[config.mk]
export PLATFORM = sky130hd
export DESIGN_NAME = halflife_decay_gen
export DESIGN_NICKNAME = d
export VERILOG_FILES = /design/src/rtl/halflife_pkg.sv /design/src/rtl/halflife_lfsr.sv /design/src/rtl/halflife_decay_gen.sv
export SDC_FILE = /design/constraint.sdc
export NUM_CORES = 1
export LEC_CHECK = 0
export CORE_ASPECT_RATIO = 1.75
export CORE_MARGIN = 2
export CORE_UTILIZATION = 32
export CTS_CLUSTER_DIAMETER = 120
export DETAILED_ROUTE_END_ITERATION = 7
export GPL_TIMING_DRIVEN = 0
export SLEW_MARGIN = 20
export SYNTH_ARGS = -nofsm -noshare
export SYNTH_HDL_FRONTEND = slang
export SYNTH_SLANG_ARGS = --single-unit
[constraint.sdc]
create_clock -name clk -period 2.1 [get_ports clk]
set_input_delay 0.525 -clock clk [delete_from_list [all_inputs] [get_ports clk]]
set_output_delay 0.525 -clock clk [all_outputs]
set_load 0.005 [all_outputs]
[src/rtl/halflife_pkg.sv]
// Shared definitions for the half-life decay stimulus generator.
//   state_t    : controller states IDLE / LOAD / RUN / DONE
//   LFSR_SEED  : LFSR value after reset (never zero)
//   LFSR_MASK  : Galois feedback mask for the 16-bit LFSR
//   PROB_W     : width of the decay probability threshold
package halflife_pkg;

  typedef enum logic [1:0] {
    IDLE = 2'd0,
    LOAD = 2'd1,
    RUN  = 2'd2,
    DONE = 2'd3
  } state_t;

  localparam logic [15:0] LFSR_SEED = 16'hACE1;
  localparam logic [15:0] LFSR_MASK = 16'hB400;
  localparam int          PROB_W    = 8;

endpackage

[src/rtl/halflife_lfsr.sv]
// Galois LFSR used as the random source for decay trials.
//   clk    : clock, rising edge
//   rst    : synchronous active-high reset, loads LFSR_SEED
//   en     : advance one step this cycle
//   rnd    : low OUT_W bits of the value the LFSR takes after this step
//            (the look-ahead value, so a trial can use the fresh draw in
//            the same cycle the step happens)
module halflife_lfsr
  import halflife_pkg::*;
#(
  parameter int LFSR_W = 16,
  parameter int OUT_W  = 8
) (
  input  logic             clk,
  input  logic             rst,
  input  logic             en,
  output logic [OUT_W-1:0] rnd
);

  logic [LFSR_W-1:0] lfsr_q;
  logic [LFSR_W-1:0] lfsr_next;

  // Right-shifting Galois form: the bit shifted out folds back through the mask.
  assign lfsr_next = {1'b0, lfsr_q[LFSR_W-1:1]}
                   ^ (lfsr_q[0] ? LFSR_W'(LFSR_MASK) : '0);
  assign rnd       = lfsr_next[OUT_W-1:0];

  always_ff @(posedge clk) begin
    if (rst) begin
      lfsr_q <= LFSR_W'(LFSR_SEED);
    end else if (en) begin
      lfsr_q <= lfsr_next;
    end
  end

endmodule

[src/rtl/halflife_decay_gen.sv]
// Stimulus generator for the half-life population counter.
// Seeds the counter, then once per prescaled epoch runs a random decay trial
// and issues a single-cycle decrement pulse on success. Finishes when the
// fed-back population reaches zero.
//   clk, rst     : clock / synchronous active-high reset
//   start, stop  : level controls; stop has priority
//   seed         : initial population, captured when a run starts
//   prob         : per-epoch decay probability = prob/256
//   div          : epoch period = div+1 cycles
//   pop_in       : live counter value
//   cnt_load     : one-cycle load pulse, cnt_in holds the captured seed
//   cnt_down     : one-cycle decrement pulse
//   busy / done  : in LOAD-RUN / in DONE
//   half_mark    : pulses on the first RUN cycle with pop_in <= seed>>1
//   half_epochs  : epochs elapsed when half_mark fired
// Build option: define HALFLIFE_MARK_EN to include the half-life detector;
// without it half_mark and half_epochs are constant 0.
module halflife_decay_gen
  import halflife_pkg::*;
#(
  parameter int N      = 4,
  parameter int PRE_W  = 16,
  parameter int LFSR_W = 16
) (
  input  logic              clk,
  input  logic              rst,
  input  logic              start,
  input  logic              stop,
  input  logic [N-1:0]      seed,
  input  logic [PROB_W-1:0] prob,
  input  logic [PRE_W-1:0]  div,
  input  logic [N-1:0]      pop_in,
  output logic              cnt_load,
  output logic [N-1:0]      cnt_in,
  output logic              cnt_down,
  output logic              busy,
  output logic              done,
  output logic              half_mark,
  output logic [PRE_W-1:0]  half_epochs
);

  state_t            state_q, state_d;
  logic [PRE_W-1:0]  presc_q;
  logic [N-1:0]      seed_q;
  logic              cnt_down_q;
  logic              strobe;
  logic              trial;
  logic [PROB_W-1:0] rnd;

  assign strobe = (state_q == RUN) && (presc_q == div);

  // The counter sees cnt_down one cycle late, so a pending pulse with
  // pop_in==1 already accounts for the last unit; block a further trial.
  assign trial = strobe && (rnd < prob) && (pop_in != '0)
              && !(cnt_down_q && (pop_in == N'(1)));

  halflife_lfsr #(
    .LFSR_W (LFSR_W),
    .OUT_W  (PROB_W)
  ) u_lfsr (
    .clk (clk),
    .rst (rst),
    .en  (strobe),
    .rnd (rnd)
  );

  always_comb begin
    state_d = state_q;
    unique case (state_q)
      IDLE: if (start && (seed != '0)) state_d = LOAD;
      LOAD: state_d = RUN;
      RUN:  if ((pop_in == '0) && !cnt_down_q) state_d = DONE;
      DONE: if (start) state_d = LOAD;
      default: state_d = IDLE;
    endcase
    if (stop) state_d = IDLE;
  end

  always_ff @(posedge clk) begin
    if (rst) begin
      state_q    <= IDLE;
      presc_q    <= '0;
      seed_q     <= '0;
      cnt_down_q <= 1'b0;
    end else begin
      state_q    <= state_d;
      cnt_down_q <= trial && !stop;
      if ((state_d == LOAD) && (state_q != LOAD)) begin
        seed_q <= seed;
      end
      if (state_q == LOAD) begin
        presc_q <= '0;
      end else if (state_q == RUN) begin
        presc_q <= strobe ? '0 : presc_q + 1'b1;
      end
    end
  end

  assign cnt_load = (state_q == LOAD);
  assign cnt_in   = seed_q;
  assign cnt_down = cnt_down_q;
  assign busy     = (state_q == LOAD) || (state_q == RUN);
  assign done     = (state_q == DONE);

`ifdef HALFLIFE_MARK_EN
  logic [N-1:0]     half_thr_q;
  logic [PRE_W-1:0] epoch_q;
  logic [PRE_W-1:0] half_ep_q;
  logic             half_seen_q;
  logic             half_hit;

  assign half_hit = (state_q == RUN) && !half_seen_q && (pop_in <= half_thr_q);

  always_ff @(posedge clk) begin
    if (state_q == LOAD) begin
      half_thr_q <= seed_q >> 1;
    end
  end

  always_ff @(posedge clk) begin
    if (rst) begin
      epoch_q     <= '0;
      half_ep_q   <= '0;
      half_seen_q <= 1'b0;
    end else if (state_q == LOAD) begin
      epoch_q     <= '0;
      half_ep_q   <= '0;
      half_seen_q <= 1'b0;
    end else if (state_q == RUN) begin
      // Saturating: the all-ones value means "at least this many epochs".
      if (strobe && (epoch_q != '1)) begin
        epoch_q <= epoch_q + 1'b1;
      end
      if (half_hit) begin
        half_seen_q <= 1'b1;
        half_ep_q   <= epoch_q;
      end
    end
  end

  assign half_mark   = half_hit;
  assign half_epochs = half_ep_q;
`else
  assign half_mark   = 1'b0;
  assign half_epochs = '0;
`endif

endmodule

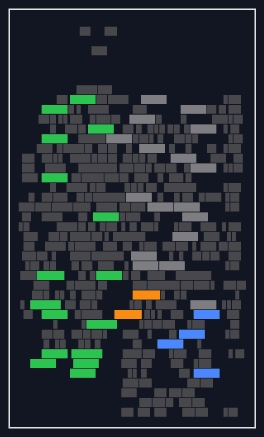
Figure 1: sequential cells grouped by signal name.
legend:
  cnt_in:
    colour: blue
    placed_flops: 4
    where: south-east
  presc_q:
    colour: green
    placed_flops: 16
  state_q:
    colour: orange
    placed_flops: 2
not coloured: 17
sequential cell area: 796 um2
Seq group: 0.748 mW
sequential share of cell area: 0.229
utilization of the core after routing: 0.503

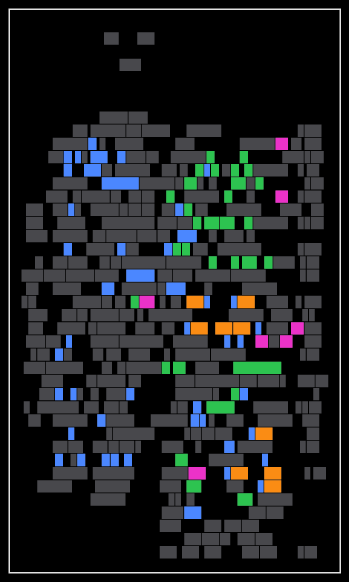
Figure 2: gate families picked out.
legend:
  NOR gates:
    colour: blue
    cells: 46
  inverting AOI/OAI gates:
    colour: green
    cells: 31
  AND-OR and OR-AND gates:
    colour: magenta
    cells: 7
  multiplexers:
    colour: orange
    cells: 9
final cell count without fillers: 435
most frequent standard cell in the layout excluding fill and tap cells: sky130_fd_sc_hd__dfxtp_1

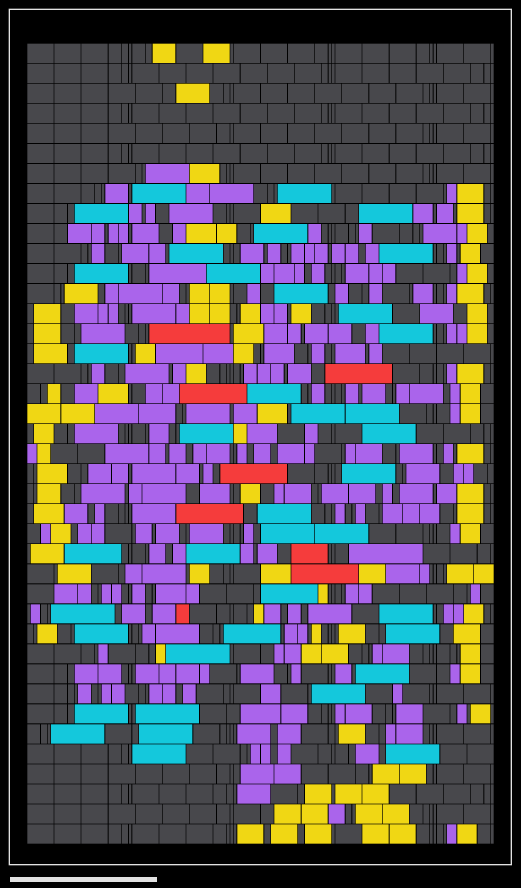
Figure 3: cells coloured by class.
Scale bar: 20 um. Fill, decap, tap and diode cells in grey.
legend:
  other buffers and delay cells:
    colour: yellow
    cells: 85
  flops:
    colour: cyan
    cells: 39
  clock drivers and dummy loads:
    colour: red
    cells: 8
  all other logic:
    colour: purple
    cells: 219
post-route cell area: 0.00348 mm2
core area: 0.00691 mm2
standard-cell row count: 40

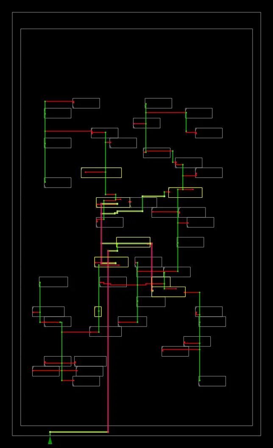
Figure 4: the clock network.
Sinks on Clock Net: 39
worst-skew pair later-pin latency: 0.28 ns

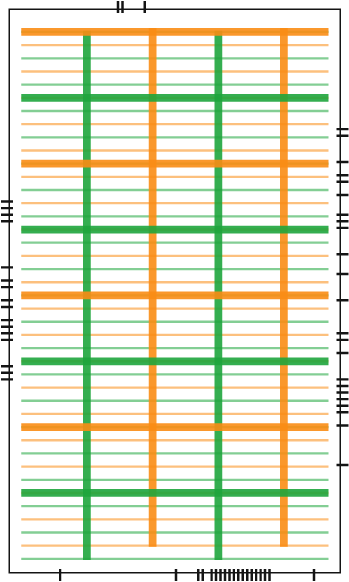
Figure 5: power grid.
Pins as bars on the die edge.
legend:
  VDD:
    colour: orange
  VSS:
    colour: green
signal pins: 61
met4 straps: 4
met5 straps: 8
met1 rails: 41
rows: 40
Worst VDD drop: 0.000337 V
die boundary height: 116 um
Chip Width: 68.0 um

## layer usage
layer,GRT usage,vias up,share of wire
li1,-,1072,-
met1,0.165,1009,0.37
met2,0.303,73,0.57
met3,0.0262,14,0.044
met4,0.0587,0,0.023
met5,0,-,0
## flip-flops by register name, indices dropped and copies added (netlist names)
signal         count
presc_q           16
state_q            2
u_lfsr.lfsr_q     16
cnt_down           1
cnt_in             4
## metrics by stage
step / util / worst slack (ns) / instance area [um2]
floorplan: - / -0.0295 / 2370
global placement: 0.421 / -0.689 / 2910
detailed placement: 0.421 / -0.702 / 2910
CTS: 0.474 / -0.0748 / 3270
global route: 0.503 / -0.0864 / 3480
finish: 0.503 / -0.0220 / 3480
==> impl_metrics.toml <==
# generated from flow reports
[worst_setup_path]
startpoint_type = "input pin"
cp_slowest_stage_delay_ns = 0.57
worstSetupEndpoint = "u_lfsr.lfsr_q[14]"
crit_cells = 7
critical_path_buf_inv_count = 2
setup.reg_to_reg.worst_slack_ns = -0.01
worst-path-max-fanout = 4
critical_path_class = "input pin to register"
r2r_end = "u_lfsr.lfsr_q[14]"
critPathRequiredTime_ns = 2.25
r2r_startpoint = "presc_q[5]"
timing.critical_path.from = "div[9]"
arrival_ns = 2.27
cp_top_family = "simple AND/OR/NAND/NOR gates"
worst_setup_path_end_kind = "register"
ff2ff_path_depth = 6
path_cells = "buf_2, xor2_2, or4b_4, buf_6, or4_4, o21ai_2, a21oi_1"

[synthesis]
enable_flop_cells = 0
synth-adder-area-share = 0.0708
synth.avg_cell_area_um2 = 8.60
postSynth.asyncResetShare = 0
yosysCellCount = 267
post_synth_main_area_contributors = "sky130_fd_sc_hd__dfxtp_1 34%, sky130_fd_sc_hd__xnor2_1 8.4%, sky130_fd_sc_hd__ha_1 7.1%, sky130_fd_sc_hd__buf_4 5.6%, sky130_fd_sc_hd__nor3_1 5.0%"
postSynthCellCount = 267
top_ff_cell_synth = "sky130_fd_sc_hd__dfxtp_1"
top_cell = "sky130_fd_sc_hd__dfxtp_1"
synth_area_leader_cell = "sky130_fd_sc_hd__dfxtp_1"
yosys-mux-area-fraction = 0.0392
aoi_share = 0.105
synth_flops = 39
ys_warn_count = 0
synth.yosys.seq_area_share = 0.340
synth.comb.largest_family = "simple AND/OR/NAND/NOR gates"
synth_area_mm2 = 0.00230
yosys-top-cells-count = "39 x sky130_fd_sc_hd__dfxtp_1, 23 x sky130_fd_sc_hd__nor3_1, 22 x sky130_fd_sc_hd__xnor2_1"
synth_chip_area_mm2 = 0.00230

[pwr]
comb-power_mw = 0.247
p_leak_nw = 1.46
power_density_over_the_cells_mw_per_mm2 = 543
internal_power_mw = 1.48
pg_clk_mw = 0.892
power.switching_mw = 0.408
seq_power_share = 0.396
fin_total_pwr_mw = 1.89
comb_power_share = 0.131
top_power_group = "the clock network"
power_frac_clock = 0.473

[floorplan]
tap_cells = 84
io-pin-count = 61
floorplan.core_util = 0.332

[final_layout]
clock_buffers = 6
area_of_combinational_cells_with_multiple_inputs_mm2 = 0.00159
n_fill_cell = 670
final_clock_cell_share = 0.0500
signal_buffer_area_fraction = 0.219
buffers_excl_clock = 85
antenna-diode-count = 0
layout_top_cells_excl_fill_tap = "33 x sky130_fd_sc_hd__dfxtp_1, 30 x sky130_fd_sc_hd__buf_4, 30 x sky130_fd_sc_hd__clkdlybuf4s50_1"
layout-drive-gt1-share = 0.271
area_growth_syn_to_layout_pct = 51.4
nMultiInputCombCells = 206
layout.nets = 399
n_sequential_cell = 39
comb_area_frac = 0.458
largest_cell_class = "multi-input combinational cells"

[route]
via_per_inst = 4.98
route.vias.total = 2168
number_of_remaining_drc_errors = 0
number_of_routed_nets_with_antenna_violations = 0
routed_wirelength_mm = 6.16
drt_first_iter_violations = 93
drtPass1Iterations = 6

[sta]
final.period_utilization = 1.01
fmax_ghz = 0.471
clock_skew_ns = 0.00482
hold_violations = 0
final_critical_path_setup_slack_ns = -0.0220
worst_hold_margin_ns = 0.484
slew_violations = 0
setup_viol = 4
setup_total_negative_slack_ns = -0.0662
rsz_0062_raised_after_global_routing = "yes"
final_period_minus_worst_setup_slack_ns = 2.12
max_slew_margin = 0.640

[clock_network]
clock_tree_from_tritoncts = "done"
cts_made_buffers = 5
htree_levels = 2
clk_pin_slew_ns = 0.06
ctsLongestPathBuffers = 2
postCtsHoldBufs = 0
post_cts_buffers = 9

[global_route]
grt_pass1_wl_mm = 9.49
number_of_antenna_violations_at_the_first_check_in_global_routing = 0
globalRouteTotalUtil = 0.158
grt_max_degree = 13

[run_status]
outcome = "finished, violations left"
failing_checks = "setup timing"

[hold_path]
hold_path_depth = 2
hold_start = "u_lfsr.lfsr_q[9]"
holdCritPathClass = "register to register"

[placed_design]
port_buffers = 43
gp_routability_congestion = 0.825
placed_cells_incl_taps = 410

[job]
stage_log_warnings = 33
Power and IR drop assume default switching activity.
